[config.mk]
export PLATFORM = sky130hd
export DESIGN_NAME = io_uart
export DESIGN_NICKNAME = d
export VERILOG_FILES = /design/src/rtl/io_uart_pkg.sv /design/src/rtl/io_uart_fifo.sv /design/src/rtl/io_uart.sv
export SDC_FILE = /design/constraint.sdc
export NUM_CORES = 1
export LEC_CHECK = 0
export ABC_AREA = 1
export ABC_CLOCK_PERIOD_IN_PS = 2700
export CAP_MARGIN = 20
export CORE_MARGIN = 10
export CORE_UTILIZATION = 45
export CTS_BUF_LIST = sky130_fd_sc_hd__clkbuf_16
export DETAILED_ROUTE_END_ITERATION = 8
export GPL_TIMING_DRIVEN = 0
export PLACE_DENSITY = 0.63
export RECOVER_POWER = 25
export SETUP_SLACK_MARGIN = 0.2
export SYNTH_ARGS = -nofsm -noshare
export SYNTH_HDL_FRONTEND = slang
export SYNTH_SLANG_ARGS = --single-unit
[constraint.sdc]
create_clock -name i_clk -period 2.7 [get_ports i_clk]
set_input_delay 0.81 -clock i_clk [delete_from_list [all_inputs] [get_ports i_clk]]
set_output_delay 0.81 -clock i_clk [all_outputs]
set_load 0.1 [all_outputs]
[src/rtl/io_uart_pkg.sv]
// io_uart_pkg: shared register offsets, status bit positions and FSM state encodings
// for the memory-mapped UART.
package io_uart_pkg;

  // Register offsets relative to the block's base I/O address
  localparam logic [7:0] REG_DATA   = 8'd0;
  localparam logic [7:0] REG_STATUS = 8'd1;

  // Status register bit positions
  localparam int ST_FULL    = 0;
  localparam int ST_EMPTY   = 1;
  localparam int ST_BUSY    = 2;
  localparam int ST_RXVALID = 3;
  localparam int ST_OVERRUN = 4;

  typedef enum logic [1:0] {TX_IDLE, TX_START, TX_DATA, TX_STOP} tx_state_t;
  typedef enum logic [1:0] {RX_IDLE, RX_START, RX_DATA, RX_STOP} rx_state_t;

endpackage

[src/rtl/io_uart_fifo.sv]
// io_uart_fifo: small synchronous FIFO with extra pointer bit so full and empty
// are distinguishable; pushes while full and pops while empty are ignored.
module io_uart_fifo #(
  parameter int WIDTH = 8,
  parameter int DEPTH = 4
) (
  input  logic             i_clk,
  input  logic             i_reset,
  input  logic             i_push,
  input  logic             i_pop,
  input  logic [WIDTH-1:0] i_din,
  output logic [WIDTH-1:0] o_dout,
  output logic             o_full,
  output logic             o_empty
);

  localparam int AW = $clog2(DEPTH);

  logic [AW:0]      r_wrPtr;
  logic [AW:0]      r_rdPtr;
  logic [WIDTH-1:0] r_mem [DEPTH];
  logic             w_doPush;
  logic             w_doPop;

  assign o_empty  = (r_wrPtr == r_rdPtr);
  assign o_full   = (r_wrPtr[AW] != r_rdPtr[AW]) && (r_wrPtr[AW-1:0] == r_rdPtr[AW-1:0]);
  assign w_doPush = i_push && !o_full;
  assign w_doPop  = i_pop && !o_empty;
  assign o_dout   = r_mem[r_rdPtr[AW-1:0]];

  // Pointer update; full is judged on the pre-edge state so a same-edge pop never frees room for a push
  always_ff @(posedge i_clk or posedge i_reset) begin
    if (i_reset) begin
      r_wrPtr <= '0;
      r_rdPtr <= '0;
    end else begin
      if (w_doPush) r_wrPtr <= r_wrPtr + 1'b1;
      if (w_doPop)  r_rdPtr <= r_rdPtr + 1'b1;
    end
  end

  // Storage array; contents need no reset because the pointers gate every read
  always_ff @(posedge i_clk) begin
    if (w_doPush) r_mem[r_wrPtr[AW-1:0]] <= i_din;
  end

endmodule

[src/rtl/io_uart.sv]
// io_uart: memory-mapped 8N1 UART with a TX FIFO and data/status registers on the
// CPU I/O bus. The receiver is only built when IO_UART_RX_EN is defined.
module io_uart
  import io_uart_pkg::*;
#(
  parameter logic [7:0] BASE_ADDR    = 8'h00,
  parameter int         CLKS_PER_BIT = 16,
  parameter int         TX_DEPTH     = 4
) (
  input  logic       i_clk,
  input  logic       i_reset,
  input  logic       i_ioSelect,
  input  logic [7:0] i_ioAddress,
  input  logic       i_ioNOE,
  input  logic       i_ioNWE,
  input  logic [7:0] i_bus,
  output logic [7:0] o_bus,
  output logic       o_busNOE,
  output logic       o_tx,
  input  logic       i_rx
);

  localparam int               CNT_W    = $clog2(CLKS_PER_BIT);
  localparam logic [CNT_W-1:0] LAST_CNT = CNT_W'(CLKS_PER_BIT - 1);

  logic       w_hitData;
  logic       w_hitStatus;
  logic       w_wrStrobe;
  logic       w_push;
  logic       w_fifoFull;
  logic       w_fifoEmpty;
  logic [7:0] w_fifoDout;
  logic       w_txPop;
  logic [7:0] w_status;
  logic       w_rxValid;
  logic       w_overrun;
  logic [7:0] w_rxData;
  logic       r_nweQ;

  tx_state_t        r_txState, w_txStateNext;
  logic [CNT_W-1:0] r_txCnt, w_txCntNext;
  logic [2:0]       r_txBit, w_txBitNext;
  logic [7:0]       r_txShift, w_txShiftNext;
  logic             r_tx, w_txNext;

  assign w_hitData   = i_ioSelect && (i_ioAddress == BASE_ADDR + REG_DATA);
  assign w_hitStatus = i_ioSelect && (i_ioAddress == BASE_ADDR + REG_STATUS);
  assign o_busNOE    = !((w_hitData || w_hitStatus) && !i_ioNOE);
  assign w_wrStrobe  = !i_ioNWE && r_nweQ;
  assign w_push      = w_wrStrobe && w_hitData;
  assign o_tx        = r_tx;

  // Remember the last sampled write strobe so a long strobe acts only once
  always_ff @(posedge i_clk or posedge i_reset) begin
    if (i_reset) r_nweQ <= 1'b1;
    else         r_nweQ <= i_ioNWE;
  end

  io_uart_fifo #(.WIDTH(8), .DEPTH(TX_DEPTH)) u_txFifo (
    .i_clk   (i_clk),
    .i_reset (i_reset),
    .i_push  (w_push),
    .i_pop   (w_txPop),
    .i_din   (i_bus),
    .o_dout  (w_fifoDout),
    .o_full  (w_fifoFull),
    .o_empty (w_fifoEmpty)
  );

  // Assemble the status register from FIFO, transmitter and receiver flags
  always_comb begin
    w_status              = 8'h00;
    w_status[ST_FULL]     = w_fifoFull;
    w_status[ST_EMPTY]    = w_fifoEmpty && (r_txState == TX_IDLE);
    w_status[ST_BUSY]     = (r_txState != TX_IDLE);
    w_status[ST_RXVALID]  = w_rxValid;
    w_status[ST_OVERRUN]  = w_overrun;
  end

  // Combinational read mux; the bus floats high whenever this block is not addressed
  always_comb begin
    o_bus = 8'hff;
    if (w_hitData && !i_ioNOE)        o_bus = w_rxValid ? w_rxData : 8'h00;
    else if (w_hitStatus && !i_ioNOE) o_bus = w_status;
  end

  // Transmitter state register; o_tx is registered so reset forces the line idle immediately
  always_ff @(posedge i_clk or posedge i_reset) begin
    if (i_reset) begin
      r_txState <= TX_IDLE;
      r_txCnt   <= '0;
      r_txBit   <= 3'd0;
      r_txShift <= 8'h00;
      r_tx      <= 1'b1;
    end else begin
      r_txState <= w_txStateNext;
      r_txCnt   <= w_txCntNext;
      r_txBit   <= w_txBitNext;
      r_txShift <= w_txShiftNext;
      r_tx      <= w_txNext;
    end
  end

  // Transmitter next-state logic; leaving STOP with data pending goes straight to START
  always_comb begin
    w_txStateNext = r_txState;
    w_txCntNext   = r_txCnt + 1'b1;
    w_txBitNext   = r_txBit;
    w_txShiftNext = r_txShift;
    w_txNext      = r_tx;
    w_txPop       = 1'b0;
    case (r_txState)
      TX_IDLE: begin
        w_txCntNext = '0;
        w_txNext    = 1'b1;
        if (!w_fifoEmpty) begin
          w_txPop       = 1'b1;
          w_txShiftNext = w_fifoDout;
          w_txStateNext = TX_START;
          w_txNext      = 1'b0;
        end
      end
      TX_START: begin
        if (r_txCnt == LAST_CNT) begin
          w_txCntNext   = '0;
          w_txBitNext   = 3'd0;
          w_txStateNext = TX_DATA;
          w_txNext      = r_txShift[0];
        end
      end
      TX_DATA: begin
        if (r_txCnt == LAST_CNT) begin
          w_txCntNext = '0;
          if (r_txBit == 3'd7) begin
            w_txStateNext = TX_STOP;
            w_txNext      = 1'b1;
          end else begin
            w_txBitNext   = r_txBit + 1'b1;
            w_txShiftNext = {1'b0, r_txShift[7:1]};
            w_txNext      = r_txShift[1];
          end
        end
      end
      TX_STOP: begin
        if (r_txCnt == LAST_CNT) begin
          w_txCntNext = '0;
          if (!w_fifoEmpty) begin
            w_txPop       = 1'b1;
            w_txShiftNext = w_fifoDout;
            w_txStateNext = TX_START;
            w_txNext      = 1'b0;
          end else begin
            w_txStateNext = TX_IDLE;
            w_txNext      = 1'b1;
          end
        end
      end
      default: begin
        w_txStateNext = TX_IDLE;
        w_txNext      = 1'b1;
      end
    endcase
  end

`ifdef IO_UART_RX_EN
  localparam logic [CNT_W-1:0] MID_CNT = CNT_W'(CLKS_PER_BIT / 2 - 1);

  logic [1:0]       r_rxSync;
  logic             r_rxPrev;
  logic             w_rxIn;
  rx_state_t        r_rxState, w_rxStateNext;
  logic [CNT_W-1:0] r_rxCnt, w_rxCntNext;
  logic [2:0]       r_rxBit, w_rxBitNext;
  logic [7:0]       r_rxShift, w_rxShiftNext;
  logic             w_rxDone;
  logic [7:0]       r_rxData;
  logic             r_rxValid;
  logic             r_overrun;
  logic             r_rdQ;
  logic             w_rxPop;
  logic             w_clrOvr;

  assign w_rxIn    = r_rxSync[1];
  assign w_rxPop   = r_rdQ && i_ioNOE;
  assign w_clrOvr  = w_wrStrobe && w_hitStatus && i_bus[ST_OVERRUN];
  assign w_rxValid = r_rxValid;
  assign w_overrun = r_overrun;
  assign w_rxData  = r_rxData;

  // Two-flop synchroniser for the asynchronous serial input, plus a history flop for edge detect
  always_ff @(posedge i_clk or posedge i_reset) begin
    if (i_reset) begin
      r_rxSync <= 2'b11;
      r_rxPrev <= 1'b1;
    end else begin
      r_rxSync <= {r_rxSync[0], i_rx};
      r_rxPrev <= r_rxSync[1];
    end
  end

  // Track a data-register read so the pop lands when the read strobe is released
  always_ff @(posedge i_clk or posedge i_reset) begin
    if (i_reset) r_rdQ <= 1'b0;
    else         r_rdQ <= w_hitData && !i_ioNOE;
  end

  // Receiver state register
  always_ff @(posedge i_clk or posedge i_reset) begin
    if (i_reset) begin
      r_rxState <= RX_IDLE;
      r_rxCnt   <= '0;
      r_rxBit   <= 3'd0;
      r_rxShift <= 8'h00;
    end else begin
      r_rxState <= w_rxStateNext;
      r_rxCnt   <= w_rxCntNext;
      r_rxBit   <= w_rxBitNext;
      r_rxShift <= w_rxShiftNext;
    end
  end

  // Receiver next-state logic; a half-bit start check rejects glitches, then samples mid-bit
  always_comb begin
    w_rxStateNext = r_rxState;
    w_rxCntNext   = r_rxCnt + 1'b1;
    w_rxBitNext   = r_rxBit;
    w_rxShiftNext = r_rxShift;
    w_rxDone      = 1'b0;
    case (r_rxState)
      RX_IDLE: begin
        w_rxCntNext = '0;
        if (r_rxPrev && !w_rxIn) w_rxStateNext = RX_START;
      end
      RX_START: begin
        if (r_rxCnt == MID_CNT) begin
          w_rxCntNext   = '0;
          w_rxBitNext   = 3'd0;
          w_rxStateNext = w_rxIn ? RX_IDLE : RX_DATA;
        end
      end
      RX_DATA: begin
        if (r_rxCnt == LAST_CNT) begin
          w_rxCntNext   = '0;
          w_rxShiftNext = {w_rxIn, r_rxShift[7:1]};
          if (r_rxBit == 3'd7) w_rxStateNext = RX_STOP;
          else                 w_rxBitNext   = r_rxBit + 1'b1;
        end
      end
      RX_STOP: begin
        if (r_rxCnt == LAST_CNT) begin
          w_rxCntNext   = '0;
          w_rxStateNext = RX_IDLE;
          w_rxDone      = w_rxIn;
        end
      end
      default: w_rxStateNext = RX_IDLE;
    endcase
  end

  // Holding register: a new byte loads if the old one is gone or being popped, otherwise it is lost
  always_ff @(posedge i_clk or posedge i_reset) begin
    if (i_reset) begin
      r_rxData  <= 8'h00;
      r_rxValid <= 1'b0;
      r_overrun <= 1'b0;
    end else begin
      if (w_rxDone) begin
        if (!r_rxValid || w_rxPop) begin
          r_rxData  <= r_rxShift;
          r_rxValid <= 1'b1;
        end else begin
          r_overrun <= 1'b1;
        end
      end else if (w_rxPop) begin
        r_rxValid <= 1'b0;
      end
      if (w_clrOvr) r_overrun <= 1'b0;
    end
  end
`else
  logic w_unusedRx;

  assign w_unusedRx = i_rx;
  assign w_rxValid  = 1'b0;
  assign w_overrun  = 1'b0;
  assign w_rxData   = 8'h00;
`endif

endmodule
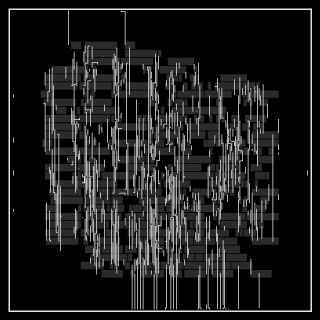
met2.png
(3 px per um) Cells faint in the background.
- longest straight run: 37.1 um
- share of all routed wire: 51%
- main direction: vertical
- nets with wire on the layer: 310

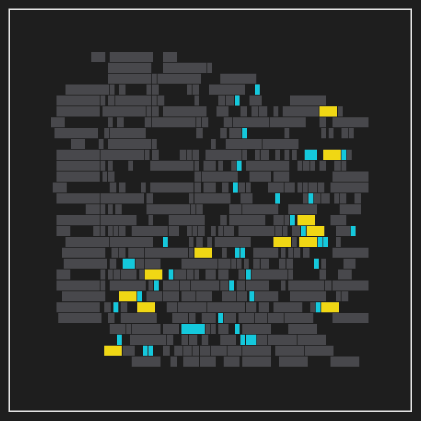
gate_families.png
(4 px per um)
- cyan: inverters (cells 35)
- yellow: adder and majority cells (cells 12)
most used logic cell in the final layout: sky130_fd_sc_hd__nand2_1
Comb area share: 0.295
number of non-filler instances in the completed layout: 438

==> results_dict.tcl <==
# yosys + openroad results
set metrics [dict create \
    final_hold_vios 0 \
    longest_clk_path_bufs 2 \
    timing.fmax_ghz 0.357 \
    syn_area_sq_um 2890 \
    outcome "complete, but fails checks" \
    failing_checks "negative setup slack" \
    path_class "in -> out" \
    fraction_of_the_mapped_netlist_area_in_compound_gates 0.0641 \
    numClockSinks 57 \
    grt-ovfl-total 0 \
    buffer_area_frac 0.171 \
    grt_pass1_vias 2173 \
    finalMaxSlewViolations 0 \
    non_clock_inverter_count 35 \
    crit_path_start "i_ioAddress[3]" \
    final-setup-viol-count 8 \
    synth.lib_cells_used.distinct 31 \
    via_per_inst 4.92 \
    fp-row-count 29 \
    cp_data_arrival_time_ps 1990 \
    synth_largest_type_area_fraction 0.332 \
    enable_flop_cells 32 \
    timing.final.ws_setup_ps -104 \
    grt_max_degree 26 \
    cts-resized-gates 132 \
    timing.hold.worst.class "reg -> reg" \
    p_int_mw 1.66 \
    muxShareOfSynthArea 0 \
    antenna_violations_before_repair 0 \
    global_route.usage.met2 0.206 \
    stage_log_warnings 36 \
    top_level_ports 32 \
    gp_congestion 0.754 \
    core_sq_um 6280 \
    nNonClkBuffers 58 \
    globalRouteMet3Util 0.0302 \
]
